==> images/layers.png <==
Only two layers are drawn.
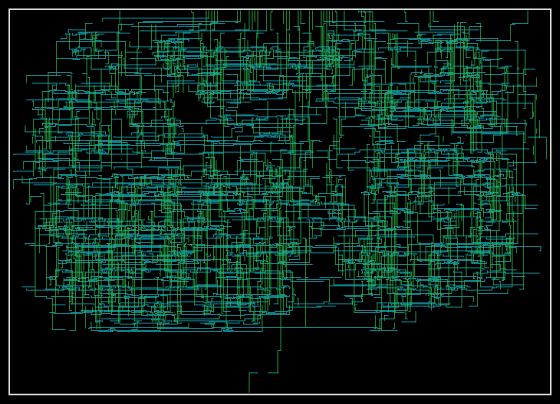
==> images/ff_map.png <==
Bar = 50 um. Other sequential cells in the stronger gray, the rest of the logic in the fainter gray.
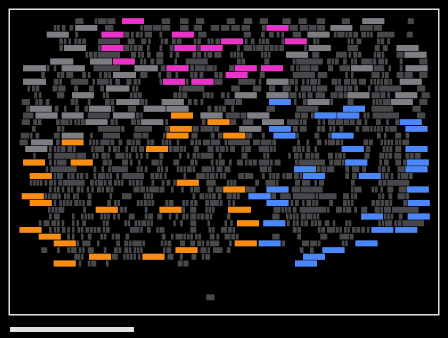
==> images/gates.png <==
Bar = 50 um.
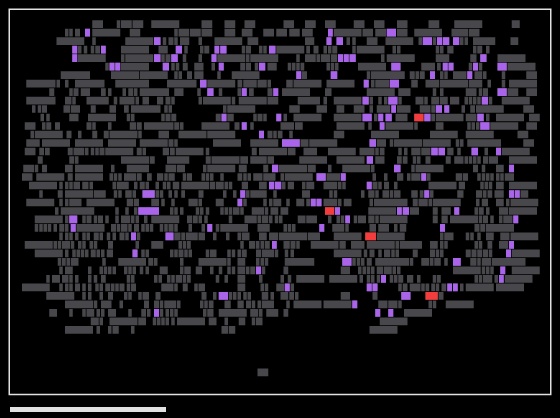
==> images/clock_nets.png <==
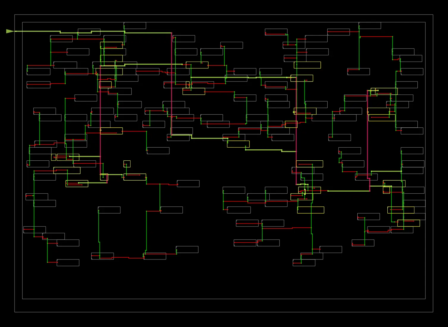
==> images/pinout.png <==
Pins as bars across the die edge, other pins in gray.
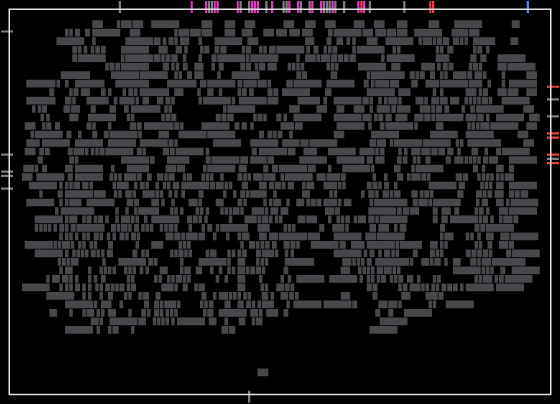
[config.mk]
export PLATFORM = sky130hd
export DESIGN_NAME = arrow_sequencer
export DESIGN_NICKNAME = d
export VERILOG_FILES = /design/src/rtl/arrow_sequencer.sv
export SDC_FILE = /design/constraint.sdc
export NUM_CORES = 1
export LEC_CHECK = 0
export ABC_AREA = 1
export CAP_MARGIN = 20
export CORE_ASPECT_RATIO = 0.7
export CORE_MARGIN = 3
export CORE_UTILIZATION = 40
export DETAILED_ROUTE_END_ITERATION = 10
export SYNTH_ARGS = -nofsm -noshare
export SYNTH_HDL_FRONTEND = slang
export SYNTH_SLANG_ARGS = --single-unit
[constraint.sdc]
create_clock -name clk -period 2.9 [get_ports clk]
set_input_delay 0.58 -clock clk [delete_from_list [all_inputs] [get_ports clk]]
set_output_delay 0.58 -clock clk [all_outputs]
set_load 0.01 [all_outputs]
[src/rtl/arrow_sequencer.sv]
// Rhythm-game arrow sequencer: count-in, LFSR-driven arrow beats, hit scoring and streak tracking.
// Define ARROW_SEQ_DOUBLE_EN to enable double-arrow codes; the default build produces single arrows and rests only.
module arrow_sequencer #(
    parameter int          BEAT_CYCLES   = 50_000_000,
    parameter int          WINDOW_CYCLES = 25_000_000,
    parameter int          COUNT_BEATS   = 4,
    parameter int          NUM_BEATS     = 64,
    parameter logic [15:0] SEED          = 16'hACE1
) (
    input  logic        clk,
    input  logic        rst_n,
    input  logic        start,
    input  logic        correctHit,
    input  logic        incorrectHit,
    output logic        metronome_clk,
    output logic [3:0]  arrow,
    output logic [15:0] score,
    output logic [7:0]  combo,
    output logic [7:0]  max_combo,
    output logic [7:0]  beat_idx,
    output logic        done
);

    localparam int CNT_W = $clog2(BEAT_CYCLES);
    localparam logic [CNT_W-1:0] CNT_LAST = CNT_W'(BEAT_CYCLES - 1);
    localparam logic [CNT_W-1:0] CNT_WIN  = CNT_W'(WINDOW_CYCLES);
    localparam logic [31:0] COUNTIN_LAST  = 32'(COUNT_BEATS - 1);
    localparam logic [31:0] PLAY_LAST     = 32'(NUM_BEATS - 1);

    localparam logic [1:0] S_IDLE    = 2'd0;
    localparam logic [1:0] S_COUNTIN = 2'd1;
    localparam logic [1:0] S_PLAY    = 2'd2;
    localparam logic [1:0] S_DONE    = 2'd3;

    logic [1:0]       r_state;
    logic [CNT_W-1:0] r_cnt;
    logic [31:0]      r_beatCnt;
    logic [15:0]      r_lfsr;
    logic             r_metronome;
    logic [3:0]       r_arrow;
    logic [15:0]      r_score;
    logic [7:0]       r_combo;
    logic [7:0]       r_maxCombo;
    logic [7:0]       r_beatIdx;
    logic             r_done;

    logic [1:0]       w_stateNext;
    logic [CNT_W-1:0] w_cntNext;
    logic [31:0]      w_beatNext;
    logic             w_beatEnd;
    logic             w_restart;
    logic [15:0]      w_lfsrNext;
    logic [3:0]       w_arrowMap;
    logic [7:0]       w_comboInc;

    assign w_beatEnd  = (r_cnt == CNT_LAST);
    assign w_restart  = start && ((r_state == S_IDLE) || (r_state == S_DONE));
    assign w_lfsrNext = {r_lfsr[14:0], r_lfsr[15] ^ r_lfsr[13] ^ r_lfsr[12] ^ r_lfsr[10]};
    assign w_comboInc = (r_combo == 8'hFF) ? 8'hFF : r_combo + 8'd1;

    // Arrow code derived from the freshly advanced LFSR value.
    always_comb begin
        w_arrowMap = 4'd0;
`ifdef ARROW_SEQ_DOUBLE_EN
        if (w_lfsrNext[3:0] <= 4'd10) begin
            w_arrowMap = w_lfsrNext[3:0];
        end else begin
            w_arrowMap = w_lfsrNext[3:0] - 4'd5;
        end
`else
        if (w_lfsrNext[3:2] == 2'b11) begin
            w_arrowMap = 4'd0;
        end else begin
            w_arrowMap = {2'b00, w_lfsrNext[1:0]} + 4'd1;
        end
`endif
    end

    always_comb begin
        w_stateNext = r_state;
        w_cntNext   = r_cnt;
        w_beatNext  = r_beatCnt;
        case (r_state)
            S_IDLE, S_DONE: begin
                if (start) begin
                    w_stateNext = S_COUNTIN;
                    w_cntNext   = '0;
                    w_beatNext  = '0;
                end
            end
            S_COUNTIN: begin
                if (w_beatEnd) begin
                    w_cntNext = '0;
                    if (r_beatCnt == COUNTIN_LAST) begin
                        w_stateNext = S_PLAY;
                        w_beatNext  = '0;
                    end else begin
                        w_beatNext = r_beatCnt + 32'd1;
                    end
                end else begin
                    w_cntNext = r_cnt + 1'b1;
                end
            end
            S_PLAY: begin
                if (w_beatEnd) begin
                    w_cntNext = '0;
                    if (r_beatCnt == PLAY_LAST) begin
                        w_stateNext = S_DONE;
                        w_beatNext  = '0;
                    end else begin
                        w_beatNext = r_beatCnt + 32'd1;
                    end
                end else begin
                    w_cntNext = r_cnt + 1'b1;
                end
            end
            default: begin
                w_stateNext = S_IDLE;
            end
        endcase
    end

    // Outputs are computed from next-state values so arrow and the window rise share one edge.
    always_ff @(posedge clk or negedge rst_n) begin
        if (!rst_n) begin
            r_state     <= S_IDLE;
            r_cnt       <= '0;
            r_beatCnt   <= '0;
            r_lfsr      <= SEED;
            r_metronome <= 1'b0;
            r_arrow     <= 4'd0;
            r_score     <= 16'd0;
            r_combo     <= 8'd0;
            r_maxCombo  <= 8'd0;
            r_beatIdx   <= 8'd0;
            r_done      <= 1'b0;
        end else begin
            r_state     <= w_stateNext;
            r_cnt       <= w_cntNext;
            r_beatCnt   <= w_beatNext;
            r_metronome <= ((w_stateNext == S_COUNTIN) || (w_stateNext == S_PLAY))
                           && (w_cntNext < CNT_WIN);
            r_done      <= (w_stateNext == S_DONE);
            if (w_restart) begin
                r_lfsr     <= SEED;
                r_arrow    <= 4'd0;
                r_score    <= 16'd0;
                r_combo    <= 8'd0;
                r_maxCombo <= 8'd0;
                r_beatIdx  <= 8'd0;
            end else begin
                if ((w_stateNext == S_PLAY) && (w_cntNext == '0)) begin
                    r_lfsr  <= w_lfsrNext;
                    r_arrow <= w_arrowMap;
                end else if (w_stateNext != S_PLAY) begin
                    r_arrow <= 4'd0;
                end
                // Rest beats advance the index but leave score and streak alone.
                if ((r_state == S_PLAY) && w_beatEnd) begin
                    r_beatIdx <= r_beatIdx + 8'd1;
                    if (r_arrow != 4'd0) begin
                        if (correctHit && !incorrectHit) begin
                            r_score <= (r_score == 16'hFFFF) ? 16'hFFFF : r_score + 16'd1;
                            r_combo <= w_comboInc;
                            if (w_comboInc > r_maxCombo) begin
                                r_maxCombo <= w_comboInc;
                            end
                        end else begin
                            r_combo <= 8'd0;
                        end
                    end
                end
            end
        end
    end

    assign metronome_clk = r_metronome;
    assign arrow         = r_arrow;
    assign score         = r_score;
    assign combo         = r_combo;
    assign max_combo     = r_maxCombo;
    assign beat_idx      = r_beatIdx;
    assign done          = r_done;

endmodule

==> flow_summary_export.csv <==
group,metric,value,unit
timing,tightest_slew,0.6472,ns
timing,setup_ws,0.1815,ns
global_route,grt_util_met3,4.082,%
timing,fin_crit_sh,93.74,%
layout,nets,1198,
worst_setup_path,reg2reg_slack,0.18,ns
timing,clock_skew,0.01168,ns
global_route,grt_max_degree,76,
synth,ys_seq_share,38.95,%
worst_setup_path,path_cells,"inv_1 -> nor3_1 -> inv_1 -> nor3_2 -> a31oi_1 -> a31o_2 -> ha_1 -> nand2_1 -> inv_1 -> a221oi_1 -> o21ai_1 -> a21oi_2 -> buf_6 -> nand2_1 -> o21ai_2",
routing,vias,7377,
synth,synthAoiAreaFrac,9.835,%
routing,wl_met1,10.83,mm
worst_setup_path,critPathRequiredTime,3.25,ns
synth,ys_area,7799,um^2
layout,utilization,51.48,%
worst_setup_path,crit_slowest_cell,"dfrtp_1",
synth,synth-xor-area-share,4.155,%
floorplan,fp_util,41.00,%
worst_setup_path,r2r-start,"combo[2]",
worst_setup_path,end_kind,"flip-flop",
pwr,power_frac_seq,31.1,%
synth,ys_sh_simple,35.81,%
routing,wl_met3,1.264,mm
synth,ys_warn_count,0,
clock_tree,cts_hold_buf,0,
timing,whs,0.1499,ns
worst_setup_path,crit_path_start_kind,"flip-flop",
routing,route.met2.wl,8.946,mm
synth,syn_nets,1096,
layout,drive_above_1_share,18.37,%
floorplan,row_count,42,
place,dpl.hpwl,15.37,mm
job,drv_cap,0,
synth,mux_share,0,%
synth,synth-edff-count,0,
synth,yosysUniqueCellTypes,48,
clock_tree,postCtsSetupRepairBufs,0,
synth,synth.comb.largest_family,"simple AND/OR/NAND/NOR gates",
routing,drc,0,
place,placed_area,8807,um^2
worst_setup_path,crit_path_frequent_cell,"inv_1",
synth,syn_inst,1072,
pwr,ir_worst_vdd,0.4760,mV
global_route,grt_pass1_wl,34.52,mm
worst_setup_path,crit_end,"max_combo[5]",
worst_setup_path,arrival,3.07,ns
pwr,p_leak,0.004430,uW
clock_tree,htreeDepth,4,
clock_tree,clk_pin_slew_worst_paths,0.06,ns
routing,drt_wl_total,21.25,mm
hold_path,hold_class,"in2async",
outcome,status,"complete, no violations",
timing,maxSlewViolCount,0,
pwr,p_per_area,709.3,nW/um^2
layout,largest-register,"r_beatCnt",
clock_tree,cts_buffers,17,
global_route,grt_overflow,0,
global_route,met1_usage,30.28,%
floorplan,pin_count,51,
timing,final.min_clock_period,2.719,ns
layout,area_growth_syn_to_layout,25.57,%
layout,diodes,0,
worst_setup_path,reg2regPathDepth,15,
synth,synthAdderAreaFrac,3.048,%
global_route,grt-busiest-layer,"met1",
worst_setup_path,startpoint,"combo[2]",
routing,ant_nets,0,
layout,reg_top3,"r_beatCnt (32), r_cnt (26)",
global_route,met2_usage,29.40,%
pwr,p_clk_share,36.7,%
pwr,powerComb,2240,uW
routing,drtIter0Drc,640,
synth,area_leaders,"dfrtp_1 36%, nand2_1 13%, nand3_1 6.9%",
timing,final.setup.tns,0,ns
timing,finalHoldViolations,0,
layout,final_area,9793,um^2
clock_tree,cts_root_buffer,"clkbuf_16",
routing,dr.max_layer_used,"met4",
clock_tree,clk_latency,0.43,ns
Notes on layers.png above:
legend:
  M2:
    color: green
    wire_length: 8,950 um
  M1:
    color: cyan
    wire_length: 10,800 um

Notes on ff_map.png above:
legend:
  r_cnt:
    color: orange
    flops: 26
  r_beatCnt:
    color: blue
    flops: 32
  score:
    color: magenta
    flops: 16
not colored: 47
Storage cell area: 3039 um^2
sequential cell power: 2160 uW

Notes on gates.png above:
legend:
  non-inverting ao/oa cells:
    color: red
    cells: 4
  aoi and oai cells:
    color: purple
    cells: 121
    most_used: a21oi_1
Comb/total area: 43.11%
most numerous logic cell after layout: nand2_1
Non-Filler Instances: 1,451

Notes on clock_nets.png above:
Clk power: 2550 uW
clk sinks: 121

Notes on pinout.png above:
legend:
  rst_n:
    color: blue
    pins: 1
    direction: input
    edge: top
  score:
    color: magenta
    pins: 16
    direction: output
    edge: top
  combo:
    color: red
    pins: 8
    direction: output
    edge: 5 right, 3 top
all pins by edge: 37 top, 8 right, 5 left, 1 bottom
count of input and output buffers: 49
chip width: 172.9 um

==> cell usage in the layout (no fill, tap or decap), types with 27 or more instances in the layout <==
| cell | n |
|---|---|
| nand2_1 | 254 |
| nor2_1 | 126 |
| dfrtp_1 | 112 |
| inv_1 | 110 |
| nand3_1 | 107 |
| buf_4 | 55 |
| clkdlybuf4s50_1 | 48 |
| a21oi_1 | 36 |
| xor2_1 | 33 |
| o21ai_0 | 30 |
| o22ai_1 | 28 |
| nor3_1 | 27 |
==> cell type report <==
class | instances | area [um^2]
Sequential cell | 121 | 3039
Inverter | 128 | 480.5
Timing Repair Buffer | 110 | 1021
Tap cell | 264 | 330.3
Clock inverter | 12 | 244.0
Clock buffer | 20 | 456.7
Multi-Input combinational cell | 796 | 4222
Fill cell | 1870 | 9230
No activity file was given, so power comes from the tool's default toggle rates.
